==> images/logic_types.png <==
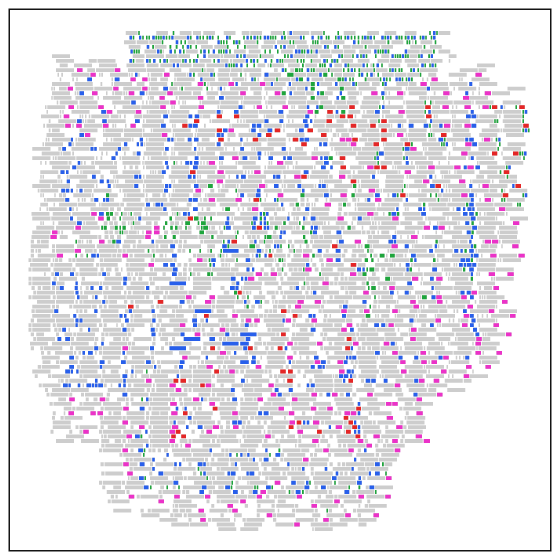
==> images/layer_met4.png <==
Bar = 100 um.
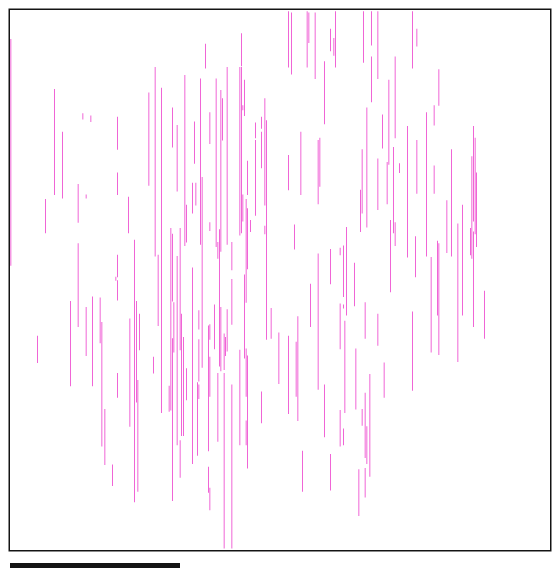
==> images/flops_by_reg.png <==
Bar = 100 um. Other sequential cells in the stronger grey, the rest of the logic in the fainter grey.
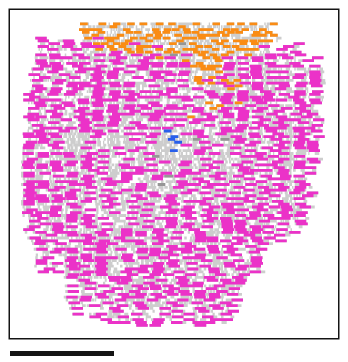
==> images/congestion.png <==
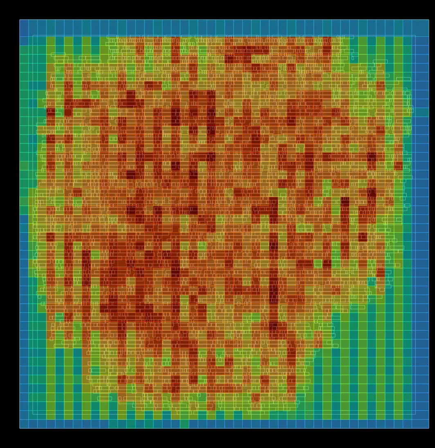
==> images/wires.png <==
Only two layers are drawn.
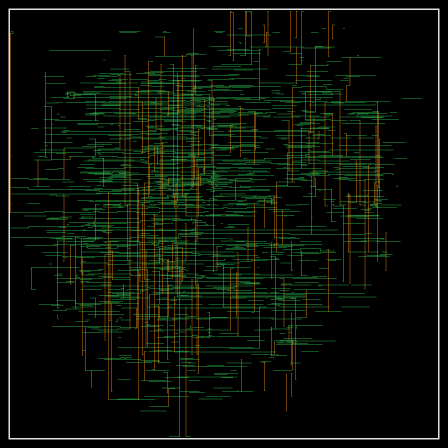
[src/rtl/cnn_pkg.sv]
// Shared pixel type and window indexing helper for the CNN streaming front end.
package cnn_pkg;

   localparam int DATA_W = 16;

   typedef logic [DATA_W-1:0] pixel_t;

   // Flat row-major position of window element (i,j) for a ws x ws kernel.
   function automatic int win_index(input int i, input int j, input int ws = 3);
      return i * ws + j;
   endfunction

endpackage

[src/rtl/conv_window_gen_line_buffer.sv]
// One image row of pixel storage; a shift writes the new pixel at a column
// while the previous occupant of that column is presented on dout.
module line_buffer
   import cnn_pkg::*;
#(
   parameter int IMG_WIDTH = 28,
   parameter int DATA_W    = cnn_pkg::DATA_W,
   parameter int AW        = $clog2(IMG_WIDTH)
)(
   input  logic              clk,
   input  logic              reset,
   input  logic              shift,
   input  logic [AW-1:0]     addr,
   input  logic [DATA_W-1:0] din,
   output logic [DATA_W-1:0] dout
);

   logic [DATA_W-1:0] mem_reg [IMG_WIDTH];

   always_ff @(posedge clk) begin
      if (reset) begin
         for (int k = 0; k < IMG_WIDTH; k++) begin
            mem_reg[k] <= '0;
         end
      end else if (shift) begin
         mem_reg[addr] <= din;
      end
   end

   assign dout = mem_reg[addr];

endmodule

[src/rtl/conv_window_gen.sv]
// Sliding WINDOW_SIZE x WINDOW_SIZE window generator over a raster pixel stream.
// Define WIN_STRIDE2_EN to emit only windows whose origin row and column are even.
module conv_window_gen
   import cnn_pkg::*;
#(
   parameter int WINDOW_SIZE = 3,
   parameter int IMG_WIDTH   = 28,
   parameter int IMG_HEIGHT  = 28,
   parameter int DATA_W      = cnn_pkg::DATA_W
)(
   input  logic                                      clk,
   input  logic                                      reset,
   input  logic [DATA_W-1:0]                         in_pixel,
   input  logic                                      in_sof,
   input  logic                                      in_valid,
   output logic                                      in_ready,
   output logic [WINDOW_SIZE*WINDOW_SIZE*DATA_W-1:0] win_data,
   output logic                                      win_valid,
   input  logic                                      win_ready,
   output logic                                      frame_done
);

   localparam int CW = $clog2(IMG_WIDTH);
   localparam int RW = $clog2(IMG_HEIGHT);
   localparam logic [CW-1:0] COL_LAST = CW'(IMG_WIDTH - 1);
   localparam logic [RW-1:0] ROW_LAST = RW'(IMG_HEIGHT - 1);
   localparam logic [CW-1:0] COL_WIN  = CW'(WINDOW_SIZE - 1);
   localparam logic [RW-1:0] ROW_WIN  = RW'(WINDOW_SIZE - 1);

   logic [CW-1:0] col_reg;
   logic [CW-1:0] col_eff;
   logic [RW-1:0] row_reg;
   logic [RW-1:0] row_eff;
   logic          accept;
   logic          forms;
   logic          last_px;
   logic          win_valid_reg;
   logic          frame_done_reg;

   logic [DATA_W-1:0] lb_din [WINDOW_SIZE-1];
   logic [DATA_W-1:0] lb_out [WINDOW_SIZE-1];
   logic [DATA_W-1:0] col_in [WINDOW_SIZE];

   assign in_ready   = !win_valid_reg || win_ready;
   assign accept     = in_valid && in_ready;
   assign win_valid  = win_valid_reg;
   assign frame_done = frame_done_reg;

   // A start-of-frame pixel is always (0,0), whatever the counters say.
   assign col_eff = in_sof ? '0 : col_reg;
   assign row_eff = in_sof ? '0 : row_reg;
   assign last_px = (row_eff == ROW_LAST) && (col_eff == COL_LAST);

`ifdef WIN_STRIDE2_EN
   // Origin (r-WS+1) is even exactly when r has the parity of WS-1.
   localparam logic PAR = 1'((WINDOW_SIZE - 1) % 2);
   assign forms = (row_eff >= ROW_WIN) && (col_eff >= COL_WIN)
                  && (row_eff[0] == PAR) && (col_eff[0] == PAR);
`else
   assign forms = (row_eff >= ROW_WIN) && (col_eff >= COL_WIN);
`endif

   always_ff @(posedge clk) begin
      if (reset) begin
         col_reg <= '0;
         row_reg <= '0;
      end else if (accept) begin
         if (col_eff == COL_LAST) begin
            col_reg <= '0;
            row_reg <= (row_eff == ROW_LAST) ? '0 : row_eff + RW'(1);
         end else begin
            col_reg <= col_eff + CW'(1);
            row_reg <= row_eff;
         end
      end
   end

   always_ff @(posedge clk) begin
      if (reset) begin
         win_valid_reg  <= 1'b0;
         frame_done_reg <= 1'b0;
      end else begin
         frame_done_reg <= accept && last_px;
         if (accept && forms) begin
            win_valid_reg <= 1'b1;
         end else if (win_ready) begin
            win_valid_reg <= 1'b0;
         end
      end
   end

   // Line buffers chained vertically: buffer 0 holds the previous row.
   genvar gi;
   generate
      for (gi = 0; gi < WINDOW_SIZE - 1; gi++) begin : lb_g
         if (gi == 0) begin : first_g
            assign lb_din[gi] = in_pixel;
         end else begin : chain_g
            assign lb_din[gi] = lb_out[gi-1];
         end

         line_buffer #(
            .IMG_WIDTH (IMG_WIDTH),
            .DATA_W    (DATA_W),
            .AW        (CW)
         ) u_line_buffer (
            .clk   (clk),
            .reset (reset),
            .shift (accept),
            .addr  (col_eff),
            .din   (lb_din[gi]),
            .dout  (lb_out[gi])
         );
      end

      // New right-hand column, oldest row on top, incoming pixel at the bottom.
      for (gi = 0; gi < WINDOW_SIZE; gi++) begin : col_g
         if (gi == WINDOW_SIZE - 1) begin : bottom_g
            assign col_in[gi] = in_pixel;
         end else begin : upper_g
            assign col_in[gi] = lb_out[WINDOW_SIZE-2-gi];
         end
      end

      // Each window row shifts toward element 0; only accepts move it, which
      // keeps win_data frozen while a window is stalled.
      for (gi = 0; gi < WINDOW_SIZE; gi++) begin : row_g
         logic [WINDOW_SIZE*DATA_W-1:0] win_row_reg;

         always_ff @(posedge clk) begin
            if (reset) begin
               win_row_reg <= '0;
            end else if (accept) begin
               win_row_reg <= {col_in[gi], win_row_reg[WINDOW_SIZE*DATA_W-1:DATA_W]};
            end
         end

         assign win_data[win_index(gi, 0, WINDOW_SIZE)*DATA_W +: WINDOW_SIZE*DATA_W] = win_row_reg;
      end
   endgenerate

endmodule

[config.mk]
export PLATFORM = sky130hd
export DESIGN_NAME = conv_window_gen
export DESIGN_NICKNAME = d
export VERILOG_FILES = /design/src/rtl/cnn_pkg.sv /design/src/rtl/conv_window_gen_line_buffer.sv /design/src/rtl/conv_window_gen.sv
export SDC_FILE = /design/constraint.sdc
export NUM_CORES = 2
export LEC_CHECK = 0
export CORE_MARGIN = 10
export CORE_UTILIZATION = 58
export CTS_BUF_LIST = sky130_fd_sc_hd__clkbuf_8
export DETAILED_ROUTE_END_ITERATION = 8
export DONT_BUFFER_PORTS = 1
export GPL_ROUTABILITY_DRIVEN = 1
export MAX_ROUTING_LAYER = met4
export PLACE_DENSITY = 0.76
export SLEW_MARGIN = 0
export SYNTH_ARGS = -nofsm -noshare
export SYNTH_HDL_FRONTEND = slang
export SYNTH_SLANG_ARGS = --single-unit
[constraint.sdc]
create_clock -name clk -period 3.8 [get_ports clk]
set_input_delay 0.57 -clock clk [delete_from_list [all_inputs] [get_ports clk]]
set_output_delay 0.57 -clock clk [all_outputs]
set_load 0.02 [all_outputs]
==> results_slide.txt <==
Synthesis and Place & Route Summary

Layout
  – Clock Network Area Fraction: 0.0594
  – Area grow syn2layout: 10.6%
  – Comb. cell area: ~16000 sq um

Die
  – FP Core Util: 0.587
  – Core area: slightly below 90000 sq um
  – Well tap count: 1155

Run status
  – Outcome: finished clean

Setup path
  – Worst path buffer plus inverter count: 1
  – Critical-path top delay cell: or3b_1
  – Worst Setup Start Kind: flip-flop

Timing
  – Worst Setup Slack, final: 0.253 ns
  – Minimum clock period: 3.55 ns

Clocking
  – Clock Tree Buf Depth: 3

Power and ir drop
  – Logic pwr share: 0.077
  – P_leak: 21.2 nW
  – PnR Total Power: approximately 27 mW

Worst hold path
  – WHS Path Cells: 1
  – HP Class: input port to flip-flop

Yosys
  – Simple Share, Synth: 0.138
  – Syn Area/Cell: about 12 sq um
Back to the opening pictures, logic_types.png:
| colour | family | cells | most used |
|---|---|---|---|
| blue | aoi and oai cells | 658 | a21oi_1 |
| green | nand cells | 436 | nand2_1 |
| magenta | mux cells | 290 | mux2i_1 |
| red | non-inverting ao/oa cells | 87 | a32o_1 |
fraction of area in multi-input gates: 0.275
post-route insts no fill: 5408

Back to the opening pictures, layer_met4.png:
nets with wire on the layer: 143
share of all routed wire: 5.0%
main direction: vertical
via count: 35748
final WL: 151 mm

Back to the opening pictures, flops_by_reg.png:
| colour | signal | sequential cells |
|---|---|---|
| magenta | lb_g.u_line_buffer.mem_reg | 1024 |
| orange | row_g.win_row_reg | 144 |
| blue | row_reg | 5 |
P_seq: 14.7 mW
Layout Utilization: 0.649
register area: 33900 sq um
sequential fraction of total cell area: 0.600

Back to the opening pictures, congestion.png:
Total GRT Usage: 0.302
met3 GRT Util: 0.0758

Back to the opening pictures, wires.png:
| colour | layer | wire length |
|---|---|---|
| orange | metal 4 | 7510 um |
| green | metal 3 | 19500 um |
Avg WL per Cell: 27.9 um

[synthesized netlist by cell type (54+ instances only)]
cell type / instances / share of area
a211oi_1: 54 / 0.0079
a21oi_1: 214 / 0.021
a221oi_1: 84 / 0.014
a22oi_1: 78 / 0.011
and2_1: 154 / 0.019
and3_1: 308 / 0.038
buf_2: 100 / 0.0098
clkbuf_1: 273 / 0.020
dfxtp_1: 156 / 0.061
edfxtp_1: 1024 / 0.60
mux2_2: 57 / 0.013
mux2i_1: 193 / 0.038
nand2_1: 350 / 0.026
nor2_1: 474 / 0.035
[placed cells by master (no fill, tap or decap), types with 9 or more instances in the layout]
cell       synthesis  routed
edfxtp_1        1024    1024
nor2_1           474     466
nand2_1          350     349
and3_1           308     308
a21oi_1          214     214
clkbuf_8           0     198
mux2i_1          193     193
buf_4             24     167
dfxtp_1          156     154
and2_1           154     153
inv_1              3      91
a221oi_1          84      84
a22oi_1           78      78
mux2_2            57      57
a211oi_1          54      54
o22ai_1           53      53
o21ai_0           52      52
o221ai_1          48      48
buf_12             0      41
mux2_1            40      40
o21ai_1           36      35
nand3_1           33      33
a32o_1            32      32
nor2b_1           34      31
clkinv_1           0      27
a221o_1           21      21
nor3_1            22      20
inv_2             19      19
nand2b_1          33      18
a211o_1           18      18
nand3b_1          16      16
nand2b_2           0      15
a32oi_1           13      13
a2111oi_0         12      12
clkinv_2           0      11
a22o_1            12       9
and2_0             9       9
[layer usage]
metal,global-route usage,up-vias,wire length [um]
met4,0.145,0,7510
met1,0.384,17579,53300
li1,-,15238,-
met5,-,-,0
met3,0.0758,426,19500
met2,0.452,2505,70400
[what timing repair did]
item,in CTS,in global routing
hold endpoints to repair,651,0
gates resized,0,0
hold buffers,22,0
Power and IR drop assume default switching activity.
